<file path="src/rtl/mux_n_1_rr_pkg.sv">
// -----------------------------------------------------------------------------
// mux_pkg -- shared constants and types for the N:1 round-robin mux slice.
//   MODE_MANUAL / MODE_RR : encodings of the mode input
//   DEF_WIDTH / DEF_CHANNELS : default data width and channel count
//   out_state_e : output-stage occupancy (one-entry register)
// -----------------------------------------------------------------------------
package mux_pkg;

    localparam logic MODE_MANUAL  = 1'b0;
    localparam logic MODE_RR      = 1'b1;

    localparam int   DEF_WIDTH    = 2;
    localparam int   DEF_CHANNELS = 4;

    typedef enum logic {
        ST_EMPTY = 1'b0,
        ST_FULL  = 1'b1
    } out_state_e;

endpackage

</file>
<file path="src/rtl/mux_n_1_rr_if.sv">
// -----------------------------------------------------------------------------
// mux_n_1_rr_if -- bus bundle between the N:1 mux and its environment.
//   mode, selector, valid_in, data_in, ready_out : driven by master
//   ready_in, data_out, valid_out, channel_out   : driven by slave (the mux)
//   parity_out (only with MUX_N_1_RR_PARITY_EN)  : driven by slave
// Modports: master (environment view), slave (mux view).
// -----------------------------------------------------------------------------
interface mux_n_1_rr_if #(
    parameter int WIDTH    = mux_pkg::DEF_WIDTH,
    parameter int CHANNELS = mux_pkg::DEF_CHANNELS
);
    localparam int SEL_W = $clog2(CHANNELS);

    logic                      mode;
    logic [SEL_W-1:0]          selector;
    logic [CHANNELS-1:0]       valid_in;
    logic [CHANNELS*WIDTH-1:0] data_in;
    logic [CHANNELS-1:0]       ready_in;
    logic [WIDTH-1:0]          data_out;
    logic                      valid_out;
    logic [SEL_W-1:0]          channel_out;
    logic                      ready_out;

`ifdef MUX_N_1_RR_PARITY_EN
    logic                      parity_out;

    modport master (
        output mode, selector, valid_in, data_in, ready_out,
        input  ready_in, data_out, valid_out, channel_out, parity_out
    );
    modport slave (
        input  mode, selector, valid_in, data_in, ready_out,
        output ready_in, data_out, valid_out, channel_out, parity_out
    );
`else
    modport master (
        output mode, selector, valid_in, data_in, ready_out,
        input  ready_in, data_out, valid_out, channel_out
    );
    modport slave (
        input  mode, selector, valid_in, data_in, ready_out,
        output ready_in, data_out, valid_out, channel_out
    );
`endif

endinterface

</file>
<file path="src/rtl/rr_arbiter.sv">
// -----------------------------------------------------------------------------
// rr_arbiter -- round-robin search plus last-grant pointer.
//   clk, reset_L : clock, async active-low reset (pointer -> CHANNELS-1)
//   req          : request vector
//   advance      : move pointer to the current grant (a transfer happened)
//   grant_oh     : one-hot grant
//   grant_idx    : grant index
//   grant_valid  : some request was found
// Search starts at (ptr+1) mod CHANNELS and wraps.
// -----------------------------------------------------------------------------
module rr_arbiter #(
    parameter  int CHANNELS = mux_pkg::DEF_CHANNELS,
    localparam int SEL_W    = $clog2(CHANNELS)
) (
    input  logic                clk,
    input  logic                reset_L,
    input  logic [CHANNELS-1:0] req,
    input  logic                advance,
    output logic [CHANNELS-1:0] grant_oh,
    output logic [SEL_W-1:0]    grant_idx,
    output logic                grant_valid
);
    logic [SEL_W-1:0]      ptr_q;
    logic [SEL_W-1:0]      start;
    logic [2*CHANNELS-1:0] rot;
    int                    off_c;
    int                    idx_c;

    // Explicit wrap so non-power-of-two channel counts stay in range.
    assign start = (ptr_q == SEL_W'(CHANNELS-1)) ? '0 : ptr_q + SEL_W'(1);

    // Rotate requests so bit 0 is the highest-priority channel.
    assign rot = {req, req} >> start;

    always_comb begin
        grant_valid = 1'b0;
        grant_oh    = '0;
        off_c       = 0;
        for (int k = CHANNELS-1; k >= 0; k--) begin
            if (rot[k]) begin
                grant_valid = 1'b1;
                off_c       = k;
            end
        end
        idx_c = int'(start) + off_c;
        if (idx_c >= CHANNELS) idx_c = idx_c - CHANNELS;
        grant_idx = idx_c[SEL_W-1:0];
        for (int i = 0; i < CHANNELS; i++)
            grant_oh[i] = grant_valid && (grant_idx == i[SEL_W-1:0]);
    end

    always_ff @(posedge clk or negedge reset_L) begin
        if (!reset_L)     ptr_q <= SEL_W'(CHANNELS-1);
        else if (advance) ptr_q <= grant_idx;
    end

endmodule

</file>
<file path="src/rtl/mux_n_1_rr.sv">
// -----------------------------------------------------------------------------
// mux_n_1_rr -- N:1 data mux with manual or round-robin channel selection and
// a one-entry registered output stage.
//   clk     : clock
//   reset_L : async active-low reset
//   bus     : mux_n_1_rr_if.slave (mode, selector, valid_in/data_in/ready_in,
//             data_out/valid_out/channel_out/ready_out)
// Optional: define MUX_N_1_RR_PARITY_EN to add bus.parity_out, the XOR reduce
// of data_out, registered alongside it.
// -----------------------------------------------------------------------------
module mux_n_1_rr
    import mux_pkg::*;
#(
    parameter  int WIDTH    = DEF_WIDTH,
    parameter  int CHANNELS = DEF_CHANNELS,
    localparam int SEL_W    = $clog2(CHANNELS)
) (
    input  logic         clk,
    input  logic         reset_L,
    mux_n_1_rr_if.slave  bus
);
    out_state_e          state_q, state_d;
    logic                load_en;
    logic                xfer;

    logic [CHANNELS-1:0] man_oh;
    logic                man_valid;
    logic [CHANNELS-1:0] rr_oh;
    logic [SEL_W-1:0]    rr_idx;
    logic                rr_valid;

    logic [CHANNELS-1:0] g_oh;
    logic [SEL_W-1:0]    g_idx;
    logic                g_valid;
    logic [WIDTH-1:0]    g_data;

    logic [WIDTH-1:0]    data_q;
    logic [SEL_W-1:0]    chan_q;

    assign load_en = (state_q == ST_EMPTY) || bus.ready_out;

    // Manual grant: an out-of-range selector matches no channel, so it
    // simply grants nothing.
    always_comb begin
        man_oh = '0;
        for (int i = 0; i < CHANNELS; i++)
            if (bus.selector == i[SEL_W-1:0]) man_oh[i] = bus.valid_in[i];
    end
    assign man_valid = |man_oh;

    rr_arbiter #(.CHANNELS(CHANNELS)) u_arb (
        .clk         (clk),
        .reset_L     (reset_L),
        .req         (bus.valid_in),
        .advance     (xfer && (bus.mode == MODE_RR)),
        .grant_oh    (rr_oh),
        .grant_idx   (rr_idx),
        .grant_valid (rr_valid)
    );

    always_comb begin
        if (bus.mode == MODE_RR) begin
            g_oh    = rr_oh;
            g_idx   = rr_idx;
            g_valid = rr_valid;
        end else begin
            g_oh    = man_oh;
            g_idx   = bus.selector;
            g_valid = man_valid;
        end
    end

    // Reset gating keeps ready_in low while reset is held even though the
    // (cleared) output stage would otherwise look loadable.
    assign bus.ready_in = (reset_L && load_en && g_valid) ? g_oh : '0;
    assign xfer         = |(bus.ready_in & bus.valid_in);

    always_comb begin
        g_data = '0;
        for (int i = 0; i < CHANNELS; i++)
            if (g_oh[i]) g_data = bus.data_in[i*WIDTH +: WIDTH];
    end

    // Output-stage occupancy.
    always_ff @(posedge clk or negedge reset_L) begin
        if (!reset_L) state_q <= ST_EMPTY;
        else          state_q <= state_d;
    end

    always_comb begin
        state_d = state_q;
        case (state_q)
            ST_EMPTY: if (xfer)                    state_d = ST_FULL;
            ST_FULL:  if (bus.ready_out && !xfer)  state_d = ST_EMPTY;
            default:                               state_d = ST_EMPTY;
        endcase
    end

    always_ff @(posedge clk or negedge reset_L) begin
        if (!reset_L) begin
            data_q <= '0;
            chan_q <= '0;
        end else if (xfer) begin
            data_q <= g_data;
            chan_q <= g_idx;
        end
    end

    assign bus.data_out    = data_q;
    assign bus.channel_out = chan_q;
    assign bus.valid_out   = (state_q == ST_FULL);

`ifdef MUX_N_1_RR_PARITY_EN
    logic par_q;
    always_ff @(posedge clk or negedge reset_L) begin
        if (!reset_L)  par_q <= 1'b0;
        else if (xfer) par_q <= ^g_data;
    end
    assign bus.parity_out = par_q;
`endif

endmodule

</file>
<file path="src/flat_wrapper.sv">
// flat-port wrapper written by rule: the top's interface ports become plain ports
module mux_n_1_rr_flat import mux_pkg::*;
#(
    parameter  int WIDTH    = DEF_WIDTH,
    parameter  int CHANNELS = DEF_CHANNELS,
    localparam int SEL_W    = $clog2(CHANNELS)
)
  (clk, reset_L, bus_mode, bus_selector, bus_valid_in, bus_data_in, bus_ready_out, bus_ready_in, bus_data_out, bus_valid_out, bus_channel_out);
  mux_n_1_rr_if #(.WIDTH(WIDTH), .CHANNELS(CHANNELS)) bus_i ();
  input  logic clk;
  input  logic reset_L;
  input wire logic [$bits(bus_i.mode)-1:0] bus_mode;
  input wire logic [$bits(bus_i.selector)-1:0] bus_selector;
  input wire logic [$bits(bus_i.valid_in)-1:0] bus_valid_in;
  input wire logic [$bits(bus_i.data_in)-1:0] bus_data_in;
  input wire logic [$bits(bus_i.ready_out)-1:0] bus_ready_out;
  output wire logic [$bits(bus_i.ready_in)-1:0] bus_ready_in;
  output wire logic [$bits(bus_i.data_out)-1:0] bus_data_out;
  output wire logic [$bits(bus_i.valid_out)-1:0] bus_valid_out;
  output wire logic [$bits(bus_i.channel_out)-1:0] bus_channel_out;
  assign bus_i.mode = bus_mode;
  assign bus_i.selector = bus_selector;
  assign bus_i.valid_in = bus_valid_in;
  assign bus_i.data_in = bus_data_in;
  assign bus_i.ready_out = bus_ready_out;
  assign bus_ready_in = bus_i.ready_in;
  assign bus_data_out = bus_i.data_out;
  assign bus_valid_out = bus_i.valid_out;
  assign bus_channel_out = bus_i.channel_out;
  mux_n_1_rr #(.WIDTH(WIDTH), .CHANNELS(CHANNELS)) u_core (.clk(clk), .reset_L(reset_L), .bus(bus_i));
endmodule
</file>
<file path="config.mk">
export PLATFORM = sky130hd
export DESIGN_NAME = mux_n_1_rr_flat
export DESIGN_NICKNAME = d
export VERILOG_FILES = /design/src/rtl/mux_n_1_rr_pkg.sv /design/src/rtl/mux_n_1_rr_if.sv /design/src/rtl/rr_arbiter.sv /design/src/rtl/mux_n_1_rr.sv /design/src/flat_wrapper.sv
export SDC_FILE = /design/constraint.sdc
export NUM_CORES = 1
export LEC_CHECK = 0
export CORE_MARGIN = 3
export CORE_UTILIZATION = 45
export CTS_BUF_LIST = sky130_fd_sc_hd__clkbuf_2
export DETAILED_ROUTE_END_ITERATION = 7
export GPL_TIMING_DRIVEN = 0
export PLACE_DENSITY_LB_ADDON = 0.25
export SLEW_MARGIN = 20
export SYNTH_ARGS = -nofsm -noshare
export SYNTH_HDL_FRONTEND = slang
export SYNTH_SLANG_ARGS = --single-unit
</file>
<file path="constraint.sdc">
create_clock -name clk -period 3.7 [get_ports clk]
set_input_delay 0.555 -clock clk [delete_from_list [all_inputs] [get_ports clk]]
set_output_delay 0.555 -clock clk [all_outputs]
set_load 0.005 [all_outputs]
</file>
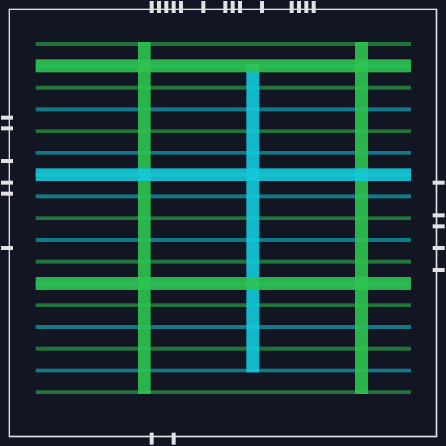
Fig. 1. Power grid (run 1).
(8 px per µm) Pins as bars on the die edge.
- VSS: green
- VDD: cyan
- met5 straps: 3
- rows: 16
- met4 straps: 3

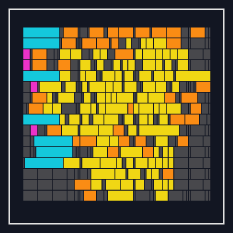
Fig. 2. Placement by cell class (run 1).
(4 px per µm) Fill, decap, tap and diode cells in grey.
- registers: cyan (cells 7)
- remaining logic cells: yellow (cells 109)
- clock drivers and dummy loads: magenta (cells 4)
- remaining buffers and delay cells: orange (cells 38)

==> run notes, run 1 <==
- finished clean — outcome
- 0 — total of max-cap violations
- 0.001003 mm² — area reported by Yosys stat
- 34.90% — GR met2 Demand/Resource
- input port to primary output — kind of critical path
- 38 — number of ordinary and repair buffers in the finished layout
- 7 — total clock sinks
- 8.158 µm² — average instance area after synthesis
- met3 — highest layer used for signal routing
- 12.47% — fraction of post-synthesis cell area in the top cell type by area
- 185 — final std cells w/o fill
- buffers and inverters — gate family responsible for the most delay along the worst path
- 84.5% — combinational power share
- 26 — tool warnings
- 49.14% — FP Util
- 1171 µm — routed metal-1 wirelength
- combinational gates — dominant kind of cell
- 0 — number of diodes
- 0.001380 mm² — final design area excluding fillers
- 11.4% — part of the total power dissipated in sequential elements
- 7 — flip-flops
- 0.002042 mm² — core region area
- 4416 µm — wire length of the first global-routing pass
- 100.0% — Synth async-reset ratio
- sky130_fd_sc_hd__clkdlybuf4s50_1 — most numerous logic cell after layout
- 59.13% — relative max-transition margin
- 924.2 mW/mm² — power density of the placed cells
- 1 — CTS HTree Levels
- 1.451% — clock tree cell share of total cell area
- 4 — number of iterations in the first detailed-routing pass
- 570.4 µW — power spent charging and discharging nets
- 179 — # nets final
- 0.8728% — xor+xnor area frac
- 0 — ANT nets after route
- 53.22 µm — Die H
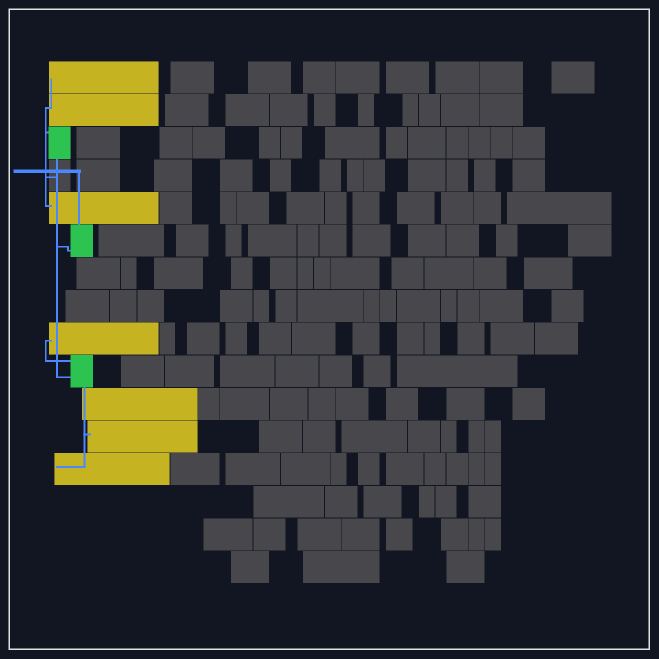
Fig. 3. Routed clock nets over the placement (run 1).
(12 px per µm)
- clock-net drivers: green (count 3)
- flip-flops: yellow (count 7)
- clock wires: blue (length 66.2 µm)
- routed clock nets: 4

Fig. 4: run 1, cell outlines without signal wires
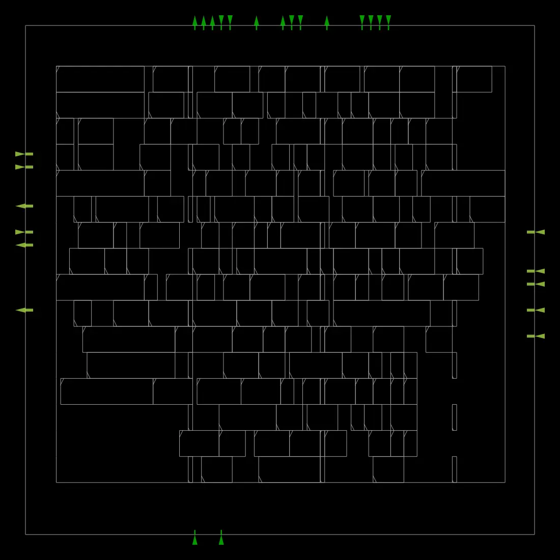

==> run 2, diff against run 1 <==
==> constraint.sdc (replaced) <==
create_clock -name clk -period 3.7 [get_ports clk]
set_input_delay 0.37 -clock clk [delete_from_list [all_inputs] [get_ports clk]]
set_output_delay 0.37 -clock clk [all_outputs]
set_load 0.005 [all_outputs]
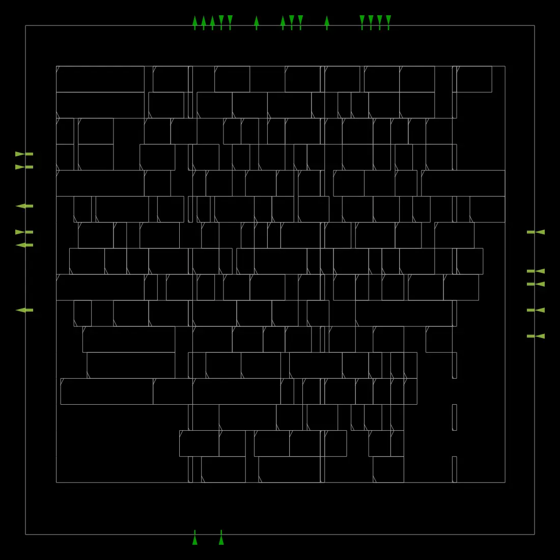
Fig. 5. Cell outlines without signal wires (run 2).
number of tap instances: 27
std cell rows: 16

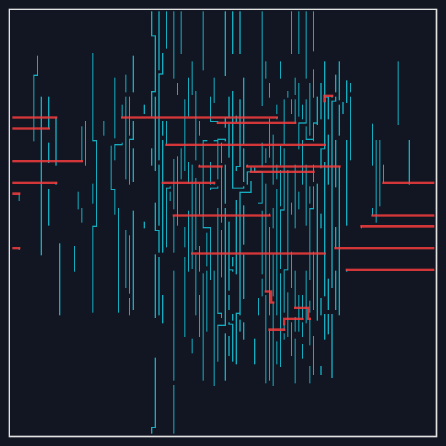
Fig. 6. Wiring by layer (run 2).
(8 px per µm) Two of the layers only.
- M2: cyan (wire length 1,320 µm)
- M3: red (wire length 188 µm)

==> run notes, run 2 <==
- finished clean — outcome
- 26 — tool warnings, unchanged
- 35 — number of ordinary and repair buffers in the finished layout, -7.9%
- 176 — # nets final, -1.7%
- sky130_fd_sc_hd__clkdlybuf4s50_1 — most numerous logic cell after layout
- 53.22 µm — Die H, unchanged
- 49.14% — FP Util, unchanged
- 0.8728% — xor+xnor area frac, unchanged
- 60.95% — relative max-transition margin, +1.8 points
- 4333 µm — wire length of the first global-routing pass, -1.9%
- 182 — final std cells w/o fill, -1.6%
- 7 — flip-flops, unchanged
- 1.445% — clock tree cell share of total cell area, -0.0052 points
- 1 — CTS HTree Levels, unchanged
- 100.0% — Synth async-reset ratio, unchanged
- 8.158 µm² — average instance area after synthesis, unchanged
- 12.47% — fraction of post-synthesis cell area in the top cell type by area, unchanged
- 83.7% — combinational power share, -0.8 points
- 0 — ANT nets after route, unchanged
- 1139 µm — routed metal-1 wirelength, -2.7%
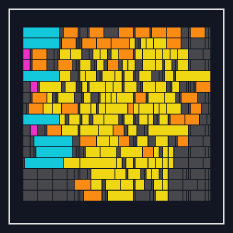
Fig. 7. Placement by cell class (run 2).
(4 px per µm) Fill, decap, tap and diode cells in grey.
- clock drivers and dummy loads: magenta (cells 4)
- remaining logic cells: yellow (cells 109)
- remaining buffers and delay cells: orange (cells 35)
- registers: cyan (cells 7)
core region area: 0.002042 mm²
sequential cell area share: 12.83%
final design area excluding fillers: 0.001385 mm²
share of the core filled with cells: 67.83%

==> run 3, diff against run 2 <==
- PLACE_DENSITY: default -> 0.87
- PLACE_DENSITY_LB_ADDON: 0.25 -> default
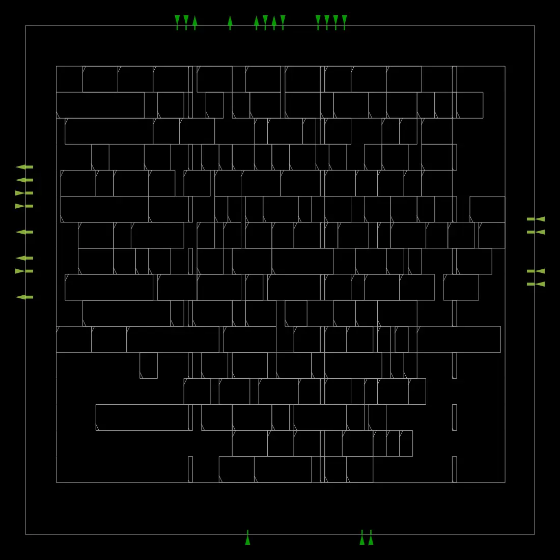
Fig. 8. Cell outlines without signal wires (run 3).
share of the core filled with cells: 67.65%
flip-flops: 7

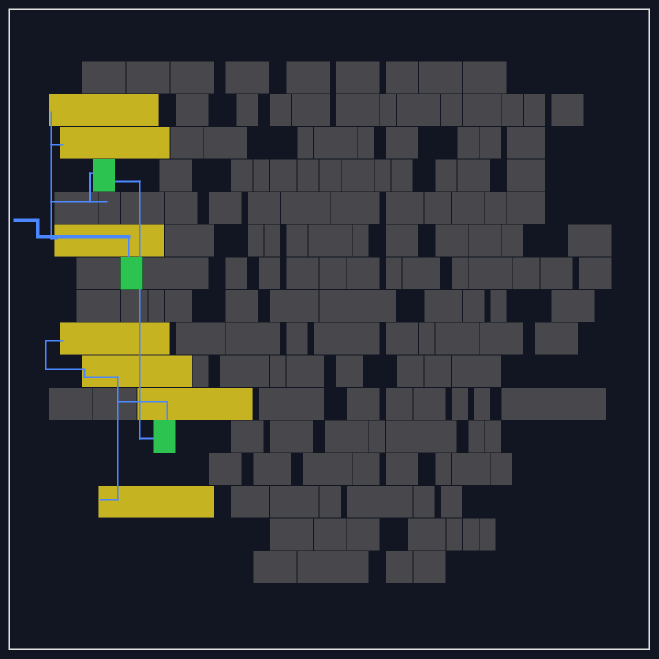
Fig. 9. Routed clock nets over the placement (run 3).
(12 px per µm)
- flip-flops: yellow (count 7)
- clock wires: blue (length 88.7 µm)
- clock-net drivers: green (count 3)
- routed clock nets: 4
clock power share: 4.2%
reported clock group power: 54.3 µW
largest clock skew in the final design: 1.783 ps
Insertion Delay late pin: 220 ps

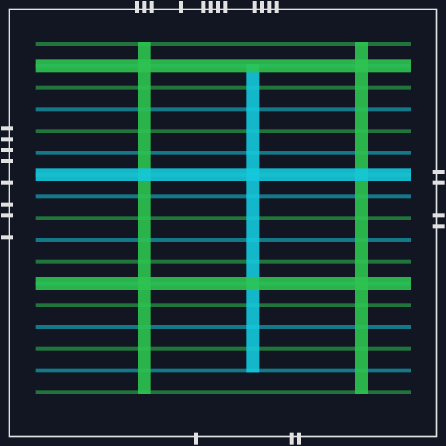
Fig. 10. Power grid (run 3).
(8 px per µm) Pins as bars on the die edge.
- VDD: cyan
- VSS: green
- met1 rails: 17
- rows: 16
- met5 straps: 3
die span in x: 53.22 µm
Max IR drop VDD: 0.5205 mV

==> run notes, run 3 <==
- finished clean — outcome
- 70 ps — clk slew on worst S/H paths
- 49.14% — FP Util, unchanged
- 84.6% — combinational power share, +0.9 points
- 39 — number of ordinary and repair buffers in the finished layout, +11%
- 8.158 µm² — average instance area after synthesis, unchanged
- 0 — ANT nets after route, unchanged
- 12.47% — fraction of post-synthesis cell area in the top cell type by area, unchanged
- 0.002042 mm² — core region area, unchanged
- 180 — # nets final, +2.3%
- 12.86% — sequential cell area share, +0.035 points
- 2 — Inverters, non-clock
- sky130_fd_sc_hd__nand2_1 — most numerous cell in the Yosys netlist
- 1271 µm — routed metal-1 wirelength, +12%
- 0.001381 mm² — final design area excluding fillers, -0.27%
- 23 — IO Port Bufs
- 0.2802 GHz — peak clock frequency supported by timing
- 53.69% — relative max-transition margin, -7.3 points
- 1.449% — clock tree cell share of total cell area, +0.0039 points
- sky130_fd_sc_hd__clkdlybuf4s50_1 — most numerous logic cell after layout
- input port to primary output — kind of critical path
- 1 — CTS HTree Levels, unchanged
- 186 — final std cells w/o fill, +2.2%
- 788.3 µm² — area occupied by multi-input gates
- no — RSZ-0062 raised after global routing
- 5.968 — Avg Vias per Cell
- 100.0% — Synth async-reset ratio, unchanged
- 16 — std cell rows, unchanged
- 4 — CLK BUF
- 4712 µm — wire length of the first global-routing pass, +8.7%
- 26 — tool warnings, unchanged
- 123 — synthesized instance count
No activity file was given, so power comes from the tool's default toggle rates.
